Design key_debounce_sync, sky130hd; sources not shown.
==> images/registers.png <==
Other sequential cells in the stronger gray, the rest of the logic in the fainter gray.
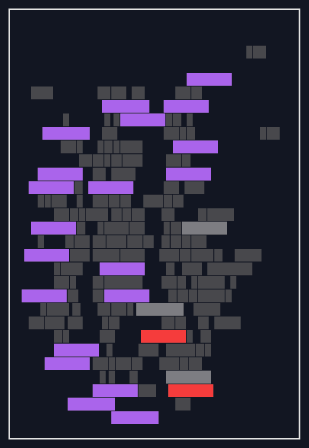
Purple is `cnt_q`, sequential cells 20. Red is `sync_q`, sequential cells 2.
fraction of area in registers: 0.3599
area taken by flip-flops and latches: 631.9 um^2

==> images/clock_map.png <==
The bar under the picture is 20 um long.
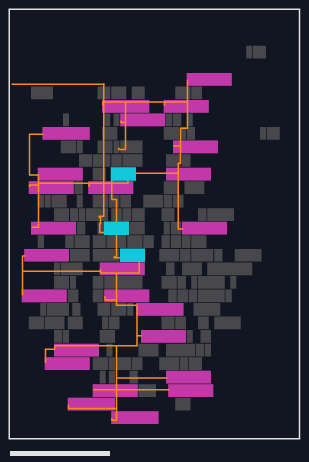
Cyan is cells driving clock nets, count 3. Magenta is flip-flops, count 25. Orange is clock wires, length 326 um.
There are 4 routed clock nets.
part of the total power dissipated in the clock network: 0.200
clock latency at the later pin of the worst-skew pair: 0.26 ns
Clk power: 0.379 mW
worst setup skew after layout: 0.002796 ns

==> images/wire_density.png <==
12 x 17 tiles, from dark blue (low) to red (high), scaled to the fullest tile. Values are wire area over tile area, all layers added.
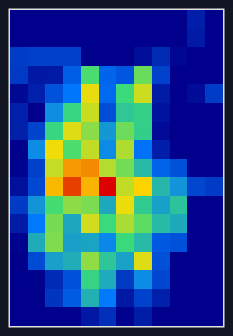
The emptiest ninth of the die: upper right. The densest ninth of the die: center. 38% of the tiles are nearly empty.
routed length per instance: 14.46 um
vias after detailed routing: 1144
total global-route track usage: 0.1310
drt total wl: 3081 um

==> reports/metrics.csv <==
stage,metric,value,unit
synthesis,synth.most_common_cell,dfrtp_1,
synthesis,flip_flops_with_a_built_in_enable,0,
cts,tritoncts.num_buffers,3,
cts,clk_root_buffer_cell,clkbuf_8,
final_timing,setup-violations-final,23,
placement,buffer_ports.inserted,4,
flow_run,tool_warnings,34,
final_layout,insertedDiodeCount,0,
final_timing,maximum_clock_frequency,0.5241,GHz
placement,hpwlAfterDp,1995,um
floorplan,effective_utilization_at_floorplan,0.3380,
synthesis,ys_dominant_reg_cell,dfrtp_1,
final_layout,layout_top_cells,"20 x dfrtp_1, 18 x nor2_1, 11 x xnor2_1, 11 x buf_4, 10 x nand3_1",
final_layout,final-instance-count-excl-fill,213,
outcome,run_status,"finished, violations left",
synthesis,synth.top_cell.area_share,0.4398,
final_timing,slew_viols_final,0,
worst_setup_path,r2r.worst_path.cells,5,
final_timing,timing.final.ws_setup,-0.3079,ns
final_layout,nNetsFinal,178,
placement,preCtsSetupSlack,-0.4163,ns
outcome,failed_checks,setup timing,
flow_run,timing.max_cap.violations,0,
floorplan,tapcell.inserted,46,
placement,place.gp.congestion,0.8370,
hold_path,timing.hold.worst.class,primary input to asynchronous set/reset pin,
synthesis,top_area_cell_types,"dfrtp_1 44%, xnor2_1 6.8%, ha_1 6.2%, nor2_1 5.5%, nand3_1 3.5%",
synthesis,area_fraction_in_mux_cells,0.01583,
worst_setup_path,critical-path-max-stage-delay,0.54,ns
synthesis,simple_gate_area_frac,0.2744,
final_layout,mi_logic_area,804.5,um^2
pwr,areal_power_density_over_the_cells,1078,nW/um^2
routing by layer:
layer  global-route usage  vias up
met2               0.2273       16
met4              0.06131        0
met3              0.01810        6
met1               0.1562      564
met5                    0        -
li1                     -      558
power by group:
| group | internal (mW) | leakage [nW] | switching, mW |
|---|---|---|---|
| Sequential | 0.677 | 0.333 | 0.0649 |
| Clock | 0.178 | 0.0228 | 0.201 |
| Combinational | 0.346 | 0.353 | 0.425 |
timing repair:
item | in CTS | in global routing
endpoints found under the setup margin | 25 | 25
buffers inserted | 3 | 8
gates resized | 14 | 24
gates cloned | 1 | 1
endpoints found under the hold margin | 0 | 0
pin swaps | 4 | 3
Power figures rest on the tool's default switching activity, not on a simulated workload.
